### Nets reached from selected ports, run 1

Scale: 2 px per um.
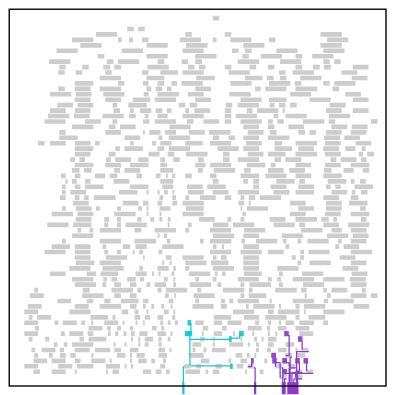
### Clock network drawn from the DEF, run 1

Scale: 2 px per um.
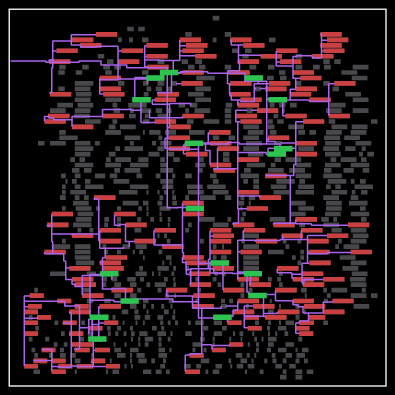
### The clock network, run 1

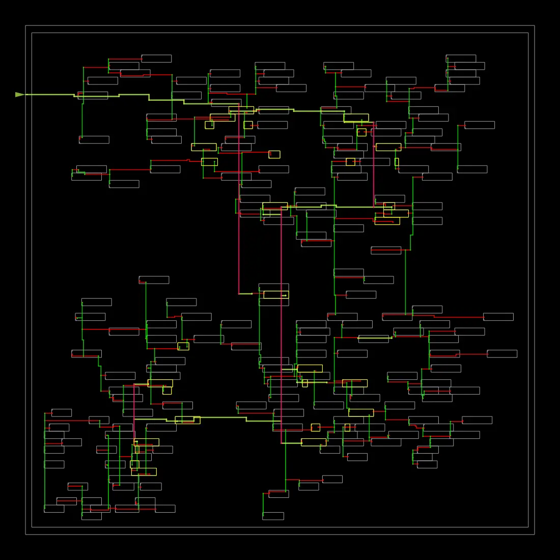
==> config.mk <==
export PLATFORM = sky130hd
export DESIGN_NAME = row_shuffler
export DESIGN_NICKNAME = d
export VERILOG_FILES = /design/src/rtl/row_shuffler.sv
export SDC_FILE = /design/constraint.sdc
export NUM_CORES = 1
export LEC_CHECK = 0
export ABC_CLOCK_PERIOD_IN_PS = 7130
export CELL_PAD_IN_SITES_DETAIL_PLACEMENT = 2
export CELL_PAD_IN_SITES_GLOBAL_PLACEMENT = 2
export CORE_MARGIN = 2
export CORE_UTILIZATION = 34
export CTS_CLUSTER_DIAMETER = 80
export DETAILED_ROUTE_END_ITERATION = 10
export PLACE_DENSITY = 0.62
export SLEW_MARGIN = 30
export SYNTH_ARGS = -nofsm -noshare
export SYNTH_HDL_FRONTEND = slang
export SYNTH_SLANG_ARGS = --single-unit
==> constraint.sdc <==
create_clock -name clock -period 7.13 [get_ports clock]
set_input_delay 1.0695 -clock clock [delete_from_list [all_inputs] [get_ports clock]]
set_output_delay 1.0695 -clock clock [all_outputs]
set_load 0.005 [all_outputs]
==> src/rtl/row_shuffler.sv <==
// rtl/row_shuffler.sv - LFSR-driven Fisher-Yates shuffler streaming a one-hot permutation (option: ROW_SHUFFLER_IDENTITY_EN)
`ifndef GRID_LEN
`define GRID_LEN 9
`endif

module row_shuffler #(
    parameter int          W    = `GRID_LEN,
    parameter logic [15:0] SEED = 16'hACE1
) (
    input  logic         clock,
    input  logic         reset,
    input  logic         start,
    output logic         busy,
    output logic         wr_en,
    output logic [W-1:0] wr_index,
    output logic [W-1:0] wr_value,
    output logic         done
);
    localparam int          K        = $clog2(W);
    localparam int          KW       = (K > 0) ? K : 1;
    localparam logic [15:0] SEED_EFF = (SEED == 16'h0000) ? 16'hACE1 : SEED;
    localparam logic [KW-1:0] LAST   = KW'(W - 1);

    typedef enum logic [1:0] {IDLE, PICK, EMIT, FIN} state_t;

    state_t         state;
    state_t         state_nxt;
    logic [W-1:0]   pool [W];
    logic [KW-1:0]  k;
    logic [15:0]    lfsr;

`ifndef ROW_SHUFFLER_IDENTITY_EN
    logic [KW-1:0]  i;
    logic [KW-1:0]  j;
    logic           accept;

    // Candidates beyond the cursor are rejected to keep the draw uniform.
    assign j      = lfsr[KW-1:0];
    assign accept = (j <= i);
`endif

    always_ff @(posedge clock) begin
        if (!reset) begin
            state <= IDLE;
        end else begin
            state <= state_nxt;
        end
    end

    always_comb begin
        state_nxt = state;
        case (state)
            IDLE: begin
                if (start) begin
`ifdef ROW_SHUFFLER_IDENTITY_EN
                    state_nxt = EMIT;
`else
                    state_nxt = (W == 1) ? EMIT : PICK;
`endif
                end
            end
`ifndef ROW_SHUFFLER_IDENTITY_EN
            PICK: begin
                if (accept && (i == KW'(1))) begin
                    state_nxt = EMIT;
                end
            end
`endif
            EMIT: begin
                if (k == LAST) begin
                    state_nxt = FIN;
                end
            end
            FIN:     state_nxt = IDLE;
            default: state_nxt = IDLE;
        endcase
    end

    always_ff @(posedge clock) begin
        lfsr <= {lfsr[14:0], lfsr[15] ^ lfsr[13] ^ lfsr[12] ^ lfsr[10]};
        if (!reset) begin
            lfsr <= SEED_EFF;
            k    <= '0;
            for (int n = 0; n < W; n++) begin
                pool[n] <= W'(1) << n;
            end
`ifndef ROW_SHUFFLER_IDENTITY_EN
            i <= LAST;
`endif
        end else begin
            case (state)
                IDLE: begin
                    if (start) begin
                        k <= '0;
                        for (int n = 0; n < W; n++) begin
                            pool[n] <= W'(1) << n;
                        end
`ifndef ROW_SHUFFLER_IDENTITY_EN
                        i <= LAST;
`endif
                    end
                end
`ifndef ROW_SHUFFLER_IDENTITY_EN
                PICK: begin
                    if (accept) begin
                        pool[i] <= pool[j];
                        pool[j] <= pool[i];
                        i       <= i - KW'(1);
                    end
                end
`endif
                EMIT:    k <= k + KW'(1);
                default: ;
            endcase
        end
    end

    // Outputs decode registered state only; the write bus is zero outside EMIT.
    assign busy     = (state != IDLE);
    assign wr_en    = (state == EMIT);
    assign done     = (state == FIN);
    assign wr_index = wr_en ? (W'(1) << k) : '0;
`ifdef ROW_SHUFFLER_IDENTITY_EN
    assign wr_value = wr_en ? (W'(1) << k) : '0;
`else
    assign wr_value = wr_en ? pool[k] : '0;
`endif

endmodule

==> impl_metrics.py, run 1 <==
# Synthesis and PnR figures
metrics = {
    "synth": {
        "yosys_top_cell_area_share": 0.377,
        "yosys_register_bits": 178,
        "synth-edff-count": 144,
        "top_cells_by_count": "sky130_fd_sc_hd__edfxtp_1, sky130_fd_sc_hd__mux4_2, sky130_fd_sc_hd__mux2i_1",
        "synth-area-yosys_um2": 11500,
        "ys.warnings.count": 0,
        "dominantRegCellSynth": "sky130_fd_sc_hd__edfxtp_1",
        "syn_avg_cell_area_um2": 14.4,
        "number_of_cells_in_the_yosys_synthesis_report": 795,
        "synth_cells": 795,
        "synth_nets": 817,
        "synth_cell_type_count": 57,
        "syn-cell-area_um2": 11500,
        "ys_seq_share": 0.436,
        "area_contributors_post_synth": "sky130_fd_sc_hd__edfxtp_1, sky130_fd_sc_hd__mux4_2, sky130_fd_sc_hd__mux2i_1, sky130_fd_sc_hd__dfxtp_1, sky130_fd_sc_hd__o22ai_1",
        "postSynth.asyncResetShare": 0,
        "top_area_cell": "sky130_fd_sc_hd__edfxtp_1",
        "synth.most_common_cell": "sky130_fd_sc_hd__edfxtp_1",
    },
    "final_layout": {
        "final_nets": 804,
        "post-route-cell-area_um2": 12700,
        "layout.core_utilization": 0.382,
        "regMostFlops": "pool",
        "logic_gates": 510,
        "largest_register_ffs": 144,
        "n_antenna_cell": 0,
        "fillers": 3328,
        "area.share.combinational": 0.473,
        "non_clock_buffer_area_share": 0.0381,
        "clock_area_frac": 0.0435,
        "dominant-cell-class": "logic gates",
        "layout.cells.most_common": "sky130_fd_sc_hd__edfxtp_1",
        "area_growth_syn_to_layout_pct": 11.1,
        "mi_logic_area_um2": 6030,
        "seq_area_frac": 0.394,
        "nNonClkBuffers": 50,
        "inv_count": 25,
        "final-seq-area_um2": 5020,
        "drive_above_1_share": 0.273,
        "lay_top_cells": "sky130_fd_sc_hd__edfxtp_1, sky130_fd_sc_hd__mux4_2, sky130_fd_sc_hd__mux2i_1",
        "clock_buffer_count": 17,
        "largest_registers": "pool x144, lfsr x16",
        "final_cell_count_no_fill": 1243,
    },
    "run_status": {
        "result_of_the_run": "finished clean",
    },
    "global_route": {
        "grt_pass1_wl_um": 61700,
        "globalRouteOverflowTotal": 0,
        "met1_usage": 0.311,
        "grt_util_met3": 0.0391,
        "initial_antenna_violation_count": 0,
        "number_of_global_route_vias_before_repair": 8614,
        "grt.busiest_layer": "met2",
        "largest_net_degree_at_the_start_of_global_routing": 44,
        "gr-usage-all-layers": 0.243,
        "gr-usage-met2": 0.418,
    },
    "clock_tree": {
        "postCtsSetupRepairBufs": 0,
        "total_of_hold_buffers_inserted_after_clock_tree_synthesis": 0,
        "cts.htree.levels": 4,
        "clk_path_buf_depth": 2,
        "clock-sinks": 178,
        "cts-buffers-inserted": 17,
        "cts.reportedPaths.clkPinSlew_ns": 0.07,
        "clock-root-buffer": "sky130_fd_sc_hd__clkbuf_16",
        "post_cts_resized": 0,
        "cts_tree": "built",
    },
    "worst_setup_path": {
        "worst-endpoint-arrival_ns": 3.20,
        "worstPathBufferInverterCount": 2,
        "worst-path-max-fanout": 36,
        "critPathKind": "flip-flop to primary output",
        "path_depth": 5,
        "critical_path.endpoint": "wr_value[7]",
        "worstRegToRegCells": 8,
        "crit_path_frequent_cell": "sky130_fd_sc_hd__mux4_2",
        "worstPathRequired_ns": 6.06,
        "critical_path.reg2reg.startpoint": "lfsr[1]$_SDFF_PN0_",
        "critPathMaxStageDelay_ns": 0.66,
        "critical-path-slowest-cell": "sky130_fd_sc_hd__mux4_2",
        "critical-path-top-delay-family": "multiplexers",
        "critical_path_cell_by_cell": "buf_4 > mux4_2 > mux4_2 > and2_1 > clkdlybuf4s50_1",
        "timing.critical_path.to_type": "primary output",
        "critical_path.startpoint_type": "flip-flop",
        "worst_r2r_dst": "pool[11][8]$_DFFE_PP_",
        "setup.reg_to_reg.worst_slack_ns": 3.25,
    },
    "floorplanning": {
        "placeableCoreArea_um2": 33400,
        "die_w_um": 188,
        "initial_utilization": 0.344,
        "row_count": 67,
        "design.portCount": 24,
        "chipArea_um2": 35200,
        "taps": 448,
        "floorplan.die.height_um": 188,
    },
    "route": {
        "vias_per_cell": 6.46,
        "route.detailed.drc": 0,
        "met2_wirelength_um": 21200,
        "wirelength_met1_um": 17100,
        "drtPass1Iterations": 4,
        "wl_per_cell_um": 33.8,
        "route.top_layer_used": "met4",
        "met3WireLength_um": 2300,
        "route.vias.total": 8024,
        "route.antenna.remaining_nets": 0,
        "drt-total-wl_um": 42000,
        "dr.first_iter.drc_count": 775,
    },
    "power_and_ir_drop": {
        "pwr.group.combinational_w": 0.00209,
        "p_int_w": 0.00260,
        "power.leakage_nw": 4.20,
        "sw_frac_of_total": 0.426,
        "clock_power_share": 0.203,
        "netSwitchingPower_w": 0.00192,
        "seq-power_w": 0.00151,
        "p_seq_frac": 0.335,
        "power-per-cell-area_nw_per_um2": 355,
        "power.share.combinational": 0.462,
        "power_w": 0.00452,
        "max-vdd-ir-drop_v": 0.000167,
        "maxPowerGroup": "combinational cells",
        "clock_power_w": 0.000916,
    },
    "placed_design": {
        "port_buffers": 23,
        "placed_cell_area_um2": 12200,
        "dpl_worst_slack_ns": 2.59,
        "post-place-cells": 1211,
        "gp_congestion": 0.874,
        "dp.final_hpwl_um": 30400,
    },
    "timing": {
        "fmaxAchievable_mhz": 234,
        "setup_viol_count_final": 0,
        "finalCritPeriodShare": 0.599,
        "worst_pin_slew_ns": 1.03,
        "period_minus_slack_ns": 4.27,
        "unrepaired_setup_endpoints_after_global_routing": "false",
        "hold_slack_ns": 0.429,
        "setup-tns-final_ns": 0,
        "final_hold_violating_endpoints": 0,
        "relSlewSlack": 0.309,
        "timing.clock.skew_ns": 0.0148,
        "final_max_slew_violation_tally": 0,
        "final_critical_path_setup_slack_ns": 2.86,
    },
    "min_path": {
        "worstHoldPathType": "flip-flop to flip-flop",
        "worst_hold_path.endpoint": "lfsr[5]$_SDFF_PN1_",
        "whs_path_depth": 1,
        "hold_path_startpoint": "lfsr[4]$_SDFF_PN0_",
    },
    "run": {
        "openroad.warnings": 37,
        "drv_cap": 0,
    },
}
About 'Nets reached from selected ports':
colour	port	bits	direction	end cells	buffers	wire
cyan	`start`	1	input	5	1	80.7 um
purple	`wr_index`	9	output	9	9	159 um

About 'Clock network drawn from the DEF':
[purple] clock wires | length: 2500 um
[green] clock drivers | count: 17
[red] flip-flops | count: 178
flops lie	all over the die

About 'The clock network':
Flops: 178
later-pin clock latency in the skew report: 0.45 ns

==> run 1: logic make-up (layout without fill, tap and decap cells) <==
group | count (synthesis) | in the layout | share of synthesized area
DFF | 178 | 178 | 0.436
and+or+nand+nor | 142 | 142 | 0.0692
AOI/OAI and AO/OA | 146 | 146 | 0.118
buffers and inverters | 107 | 107 | 0.0484
muxes | 200 | 200 | 0.305
xor gates and xnor gates | 3 | 3 | 0.00229
adders and majority gates | 19 | 19 | 0.0207
==> run 1: worst register-to-register path: cells and delay by family, from the launching register on <==
kind	cells	cell delay [ns]
AOI/OAI and AO/OA	3	1.01
adders and majority gates	1	0.40
and+or+nand+nor	2	0.98
buffers and inverters	2	0.79
DFF	1	0.31
### Met3 routing, run 1

Scale: 2 px per um.
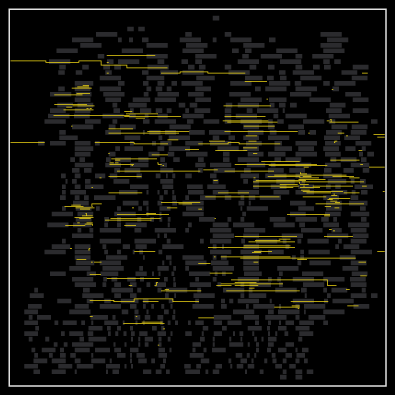

==> run 2, diff against run 1 <==
--- a/config.mk
+++ b/config.mk
@@ -5,14 +5,14 @@
 export SDC_FILE = /design/constraint.sdc
 export NUM_CORES = 1
 export LEC_CHECK = 0
-export ABC_CLOCK_PERIOD_IN_PS = 7130
+export ABC_CLOCK_PERIOD_IN_PS = 3900
 export CELL_PAD_IN_SITES_DETAIL_PLACEMENT = 2
 export CELL_PAD_IN_SITES_GLOBAL_PLACEMENT = 2
 export CORE_MARGIN = 2
 export CORE_UTILIZATION = 34
 export CTS_CLUSTER_DIAMETER = 80
 export DETAILED_ROUTE_END_ITERATION = 10
-export PLACE_DENSITY = 0.62
+export PLACE_DENSITY = 0.64
 export SLEW_MARGIN = 30
 export SYNTH_ARGS = -nofsm -noshare
 export SYNTH_HDL_FRONTEND = slang
==> constraint.sdc (replaced) <==
create_clock -name clock -period 3.9 [get_ports clock]
set_input_delay 0.585 -clock clock [delete_from_list [all_inputs] [get_ports clock]]
set_output_delay 0.585 -clock clock [all_outputs]
set_load 0.005 [all_outputs]
### Met3 routing, run 2

Scale: 2 px per um.
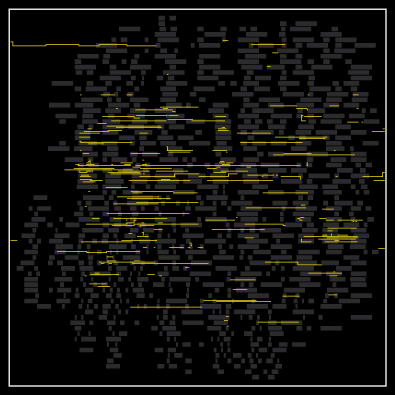
main direction	horizontal
nets with wire on the layer	112
wire length on this layer	2120 um
share of all routed wire	5.1%

==> run 2 against run 1 <==
Effect of this change:
- first-iteration DRC count grew 0.26%
- routed wire length is essentially flat
- area after synthesis is the same
- synthesized cell count is the same
- clock-buffer cell count is the same
- flip-flop count is the same
- final area grew 1.8%
- die area is the same
- register-to-register slack lost 2.8 ns
- critical endpoint unchanged
- sequential share of layout area shrank 0.77 points
- setup slack lost 2.6 ns
==> impl_metrics.py, run 2 <==
# Synthesis and PnR figures
metrics = {
    "worst_setup_path": {
        "critPathMaxStageDelay_ns": 0.63,
        "worstPathBufferInverterCount": 2,
        "worst_r2r_dst": "pool[15][6]$_DFFE_PP_",
        "critical_path.startpoint_type": "flip-flop",
        "critical-path-slowest-cell": "sky130_fd_sc_hd__dfxtp_2",
        "critical_path.reg2reg.startpoint": "i[1]$_SDFFE_PN0N_",
        "worstRegToRegCells": 7,
        "worst-path-max-fanout": 18,
        "critical_path_cell_by_cell": "buf_12 > mux4_2 > mux4_2 > and2_1 > clkdlybuf4s50_1",
        "crit_path_frequent_cell": "sky130_fd_sc_hd__mux4_2",
        "worst-endpoint-arrival_ns": 3.02,
        "setup.reg_to_reg.worst_slack_ns": 0.44,
        "critical_path.endpoint": "wr_value[7]",
    },
    "synth": {
        "synth-edff-count": 144,
        "postSynth.asyncResetShare": 0,
        "yosys_top_cell_area_share": 0.377,
        "synth.most_common_cell": "sky130_fd_sc_hd__edfxtp_1",
        "yosys_register_bits": 178,
        "top_area_cell": "sky130_fd_sc_hd__edfxtp_1",
        "syn_avg_cell_area_um2": 14.4,
        "syn-cell-area_um2": 11500,
        "number_of_cells_in_the_yosys_synthesis_report": 795,
        "synthAoiAreaFrac": 0.117,
        "ys.warnings.count": 0,
        "yosys.area_share.simple": 0.0692,
        "synth_cell_type_count": 57,
        "ys_seq_share": 0.436,
        "synth-area-yosys_um2": 11500,
        "fa_ha_area_frac": 0.0207,
        "area_contributors_post_synth": "sky130_fd_sc_hd__edfxtp_1, sky130_fd_sc_hd__mux4_2, sky130_fd_sc_hd__mux2i_1, sky130_fd_sc_hd__dfxtp_1, sky130_fd_sc_hd__o22ai_1",
        "synth_nets": 817,
    },
    "global_route": {
        "grt_pass1_wl_um": 62100,
        "largest_net_degree_at_the_start_of_global_routing": 43,
        "globalRouteOverflowTotal": 0,
        "number_of_global_route_vias_before_repair": 8822,
        "gr-usage-all-layers": 0.242,
        "initial_antenna_violation_count": 0,
    },
    "min_path": {
        "whs_path_depth": 1,
        "worstHoldPathType": "flip-flop to flip-flop",
        "worst_hold_path.endpoint": "lfsr[7]$_SDFF_PN1_",
    },
    "route": {
        "route.antenna.remaining_nets": 0,
        "wl_per_cell_um": 32.9,
        "drt-total-wl_um": 42000,
        "route.vias.total": 8099,
        "drtPass1Iterations": 5,
    },
    "placed_design": {
        "dpl_worst_slack_ns": 0.510,
        "port_buffers": 23,
        "gp_congestion": 0.894,
        "post-place-cells": 1244,
        "dp.final_hpwl_um": 30600,
    },
    "final_layout": {
        "layout.core_utilization": 0.389,
        "final_nets": 837,
        "post-route-cell-area_um2": 13000,
        "regMostFlops": "pool",
        "largest_registers": "pool x144, lfsr x16",
        "largest_register_ffs": 144,
        "final_cell_count_no_fill": 1276,
        "area_growth_syn_to_layout_pct": 13.2,
    },
    "power_and_ir_drop": {
        "power_w": 0.00839,
        "max-vdd-ir-drop_v": 0.000341,
        "power-per-cell-area_nw_per_um2": 646,
    },
    "floorplanning": {
        "row_count": 67,
        "initial_utilization": 0.344,
        "design.portCount": 24,
    },
    "timing": {
        "fmaxAchievable_mhz": 278,
        "final_hold_violating_endpoints": 0,
        "hold_slack_ns": 0.419,
        "final_max_slew_violation_tally": 0,
        "finalCritPeriodShare": 0.923,
        "setup-tns-final_ns": 0,
        "setup_viol_count_final": 0,
        "period_minus_slack_ns": 3.60,
        "worst_pin_slew_ns": 1.05,
        "relSlewSlack": 0.300,
    },
    "clock_tree": {
        "postCtsSetupRepairBufs": 0,
        "clock.latency.late_pin_ns": 0.46,
        "post_cts_resized": 0,
        "cts.htree.levels": 4,
        "total_of_hold_buffers_inserted_after_clock_tree_synthesis": 0,
        "clk_path_buf_depth": 2,
        "cts.reportedPaths.clkPinSlew_ns": 0.08,
        "cts-buffers-inserted": 17,
        "cts_tree": "built",
    },
    "run": {
        "drv_cap": 0,
    },
    "run_status": {
        "result_of_the_run": "finished clean",
    },
}
==> run 2: cell counts after synthesis <==
No cell type changed its count.
==> run 2: power by group <==
group          switching, W  internal [W]
Sequential         0.000359       0.00242
Combinational       0.00227       0.00152
Clock              0.000940      0.000875
Total               0.00357       0.00482
==> run 2: metal layers <==
metal  routed length, um  GRT usage
met1               16800      0.296
met2               21300      0.416
met3                2120     0.0421
met4                1780      0.113
met5                   0          0
==> run 2: cell type report <==
class	instances	area [um2]
Sequential cell	178	5010
Clock inverter	15	181
Clock buffer	17	425
Timing Repair Buffer	83	718
Multi-Input combinational cell	510	5990
Tap cell	448	561
Inverter	25	93.8
Fill cell	3319	20400
==> run 3, diff against run 2 <==
--- a/config.mk
+++ b/config.mk
@@ -6,6 +6,7 @@
 export NUM_CORES = 1
 export LEC_CHECK = 0
 export ABC_CLOCK_PERIOD_IN_PS = 3900
+export CAP_MARGIN = 30
 export CELL_PAD_IN_SITES_DETAIL_PLACEMENT = 2
 export CELL_PAD_IN_SITES_GLOBAL_PLACEMENT = 2
 export CORE_MARGIN = 2
### Placement by cell class, run 3

Scale: 1.5 px per um.
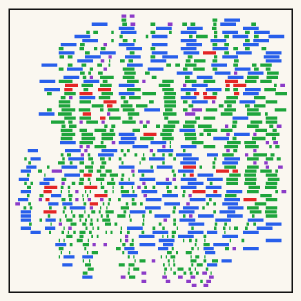
colour	class	cells	share of their area
red	clock drivers and dummy loads	32	4.9%
purple	remaining buffers and delay cells	83	5.8%
blue	sequential cells	178	40%
green	combinational and other logic	535	49%

==> run 3 against run 2 <==
Effect of this change:
- via count unchanged
- synthesized cell count unchanged
- sequential share of layout area did not move
- global-route usage unchanged
==> impl_metrics.py, run 3 <==
# Synthesis and PnR figures
metrics = {
    "final_layout": {
        "regMostFlops": "pool",
        "drive_above_1_share": 0.301,
        "n_antenna_cell": 0,
        "largest_register_ffs": 144,
        "layout.core_utilization": 0.389,
        "fillers": 3319,
        "area_growth_syn_to_layout_pct": 13.2,
        "lay_top_cells": "sky130_fd_sc_hd__edfxtp_1, sky130_fd_sc_hd__mux4_2, sky130_fd_sc_hd__mux2i_1",
        "final_cell_count_no_fill": 1276,
        "mi_logic_area_um2": 5990,
        "largest_registers": "pool x144, lfsr x16",
        "layout.cells.most_common": "sky130_fd_sc_hd__edfxtp_1",
        "final_nets": 837,
    },
    "worst_setup_path": {
        "worst-endpoint-arrival_ns": 3.02,
        "crit_path_frequent_cell": "sky130_fd_sc_hd__mux4_2",
        "critical_path_cell_by_cell": "buf_12 > mux4_2 > mux4_2 > and2_1 > clkdlybuf4s50_1",
        "worstPathRequired_ns": 3.31,
        "worstPathBufferInverterCount": 2,
        "critical_path.startpoint_type": "flip-flop",
        "critPathKind": "flip-flop to primary output",
        "worst-path-max-fanout": 18,
        "critical-path-slowest-cell": "sky130_fd_sc_hd__dfxtp_2",
        "timing.critical_path.to_type": "primary output",
        "critical-path-top-delay-family": "multiplexers",
    },
    "floorplanning": {
        "chipArea_um2": 35200,
        "floorplan.die.height_um": 188,
        "design.portCount": 24,
        "placeableCoreArea_um2": 33400,
        "row_count": 67,
    },
    "global_route": {
        "gr-usage-all-layers": 0.242,
        "grt.busiest_layer": "met2",
        "globalRouteOverflowTotal": 0,
        "grt_pass1_wl_um": 62100,
        "largest_net_degree_at_the_start_of_global_routing": 43,
        "initial_antenna_violation_count": 0,
        "met1_usage": 0.296,
        "grt_util_met3": 0.0421,
        "number_of_global_route_vias_before_repair": 8822,
        "gr-usage-met2": 0.416,
    },
    "synth": {
        "number_of_cells_in_the_yosys_synthesis_report": 795,
        "syn_avg_cell_area_um2": 14.4,
        "fa_ha_area_frac": 0.0207,
        "ys.warnings.count": 0,
        "synth-area-yosys_um2": 11500,
        "xor_share": 0.00229,
        "top_cells_by_count": "sky130_fd_sc_hd__edfxtp_1, sky130_fd_sc_hd__mux4_2, sky130_fd_sc_hd__mux2i_1",
        "synth-edff-count": 144,
        "yosys_top_cell_area_share": 0.377,
        "ys_seq_share": 0.436,
        "synth.most_common_cell": "sky130_fd_sc_hd__edfxtp_1",
        "yosys-dominant-comb-family": "multiplexers",
        "synth_cells": 795,
        "dominantRegCellSynth": "sky130_fd_sc_hd__edfxtp_1",
    },
    "clock_tree": {
        "clk_path_buf_depth": 2,
        "postCtsSetupRepairBufs": 0,
        "cts.reportedPaths.clkPinSlew_ns": 0.08,
        "clock-sinks": 178,
        "total_of_hold_buffers_inserted_after_clock_tree_synthesis": 0,
        "cts-buffers-inserted": 17,
        "cts_tree": "built",
        "post_cts_resized": 0,
        "clock.latency.late_pin_ns": 0.46,
    },
    "timing": {
        "final_hold_violating_endpoints": 0,
        "finalCritPeriodShare": 0.923,
        "setup-tns-final_ns": 0,
        "timing.clock.skew_ns": 0.0194,
        "relSlewSlack": 0.300,
        "unrepaired_setup_endpoints_after_global_routing": "false",
        "final_max_slew_violation_tally": 0,
        "worst_pin_slew_ns": 1.05,
        "period_minus_slack_ns": 3.60,
        "setup_viol_count_final": 0,
        "hold_slack_ns": 0.419,
        "fmaxAchievable_mhz": 278,
    },
    "route": {
        "route.antenna.remaining_nets": 0,
        "dr.first_iter.drc_count": 777,
        "route.vias.total": 8099,
        "route.detailed.drc": 0,
        "wl_per_cell_um": 32.9,
        "met3WireLength_um": 2120,
        "wirelength_met1_um": 16800,
        "vias_per_cell": 6.35,
    },
    "power_and_ir_drop": {
        "max-vdd-ir-drop_v": 0.000341,
        "pwr.group.combinational_w": 0.00379,
        "power_w": 0.00839,
        "power.share.combinational": 0.452,
        "clock_power_share": 0.216,
        "p_seq_frac": 0.331,
        "p_int_w": 0.00482,
        "netSwitchingPower_w": 0.00357,
        "clock_power_w": 0.00182,
        "maxPowerGroup": "combinational cells",
        "power.leakage_nw": 4.36,
        "power-per-cell-area_nw_per_um2": 646,
        "seq-power_w": 0.00278,
    },
    "run": {
        "openroad.warnings": 37,
        "drv_cap": 0,
    },
    "placed_design": {
        "dpl_worst_slack_ns": 0.510,
        "port_buffers": 23,
        "gp_congestion": 0.894,
        "placed_cell_area_um2": 12400,
    },
    "min_path": {
        "worstHoldPathType": "flip-flop to flip-flop",
    },
    "run_status": {
        "result_of_the_run": "finished clean",
    },
}
## run 3: cell counts in the layout (fill, tap and decap cells not counted)
No cell type changed its count.
## run 3: worst paths after layout
kind	cells past startpoint	slack [ns]	from	endpoint
setup / recovery	5	0.30	flip-flop	wr_value[7]
hold / removal	1	0.42	lfsr[6]$_SDFF_PN1_	lfsr[7]$_SDFF_PN1_
hold reg to reg	1	0.42	lfsr[6]$_SDFF_PN1_	lfsr[7]$_SDFF_PN1_
setup reg to reg	7	0.44	i[1]$_SDFFE_PN0N_	pool[15][6]$_DFFE_PP_
## run 3: cell type report
cell class,count,share of cell area
clock buffer,17,0.0328
tap,448,0.0432
inverter,25,0.00723
clock inverter,15,0.0140
sequential,178,0.386
multi-input combinational,510,0.462
timing repair buffer,83,0.0553
Power figures rest on the tool's default switching activity, not on a simulated workload.
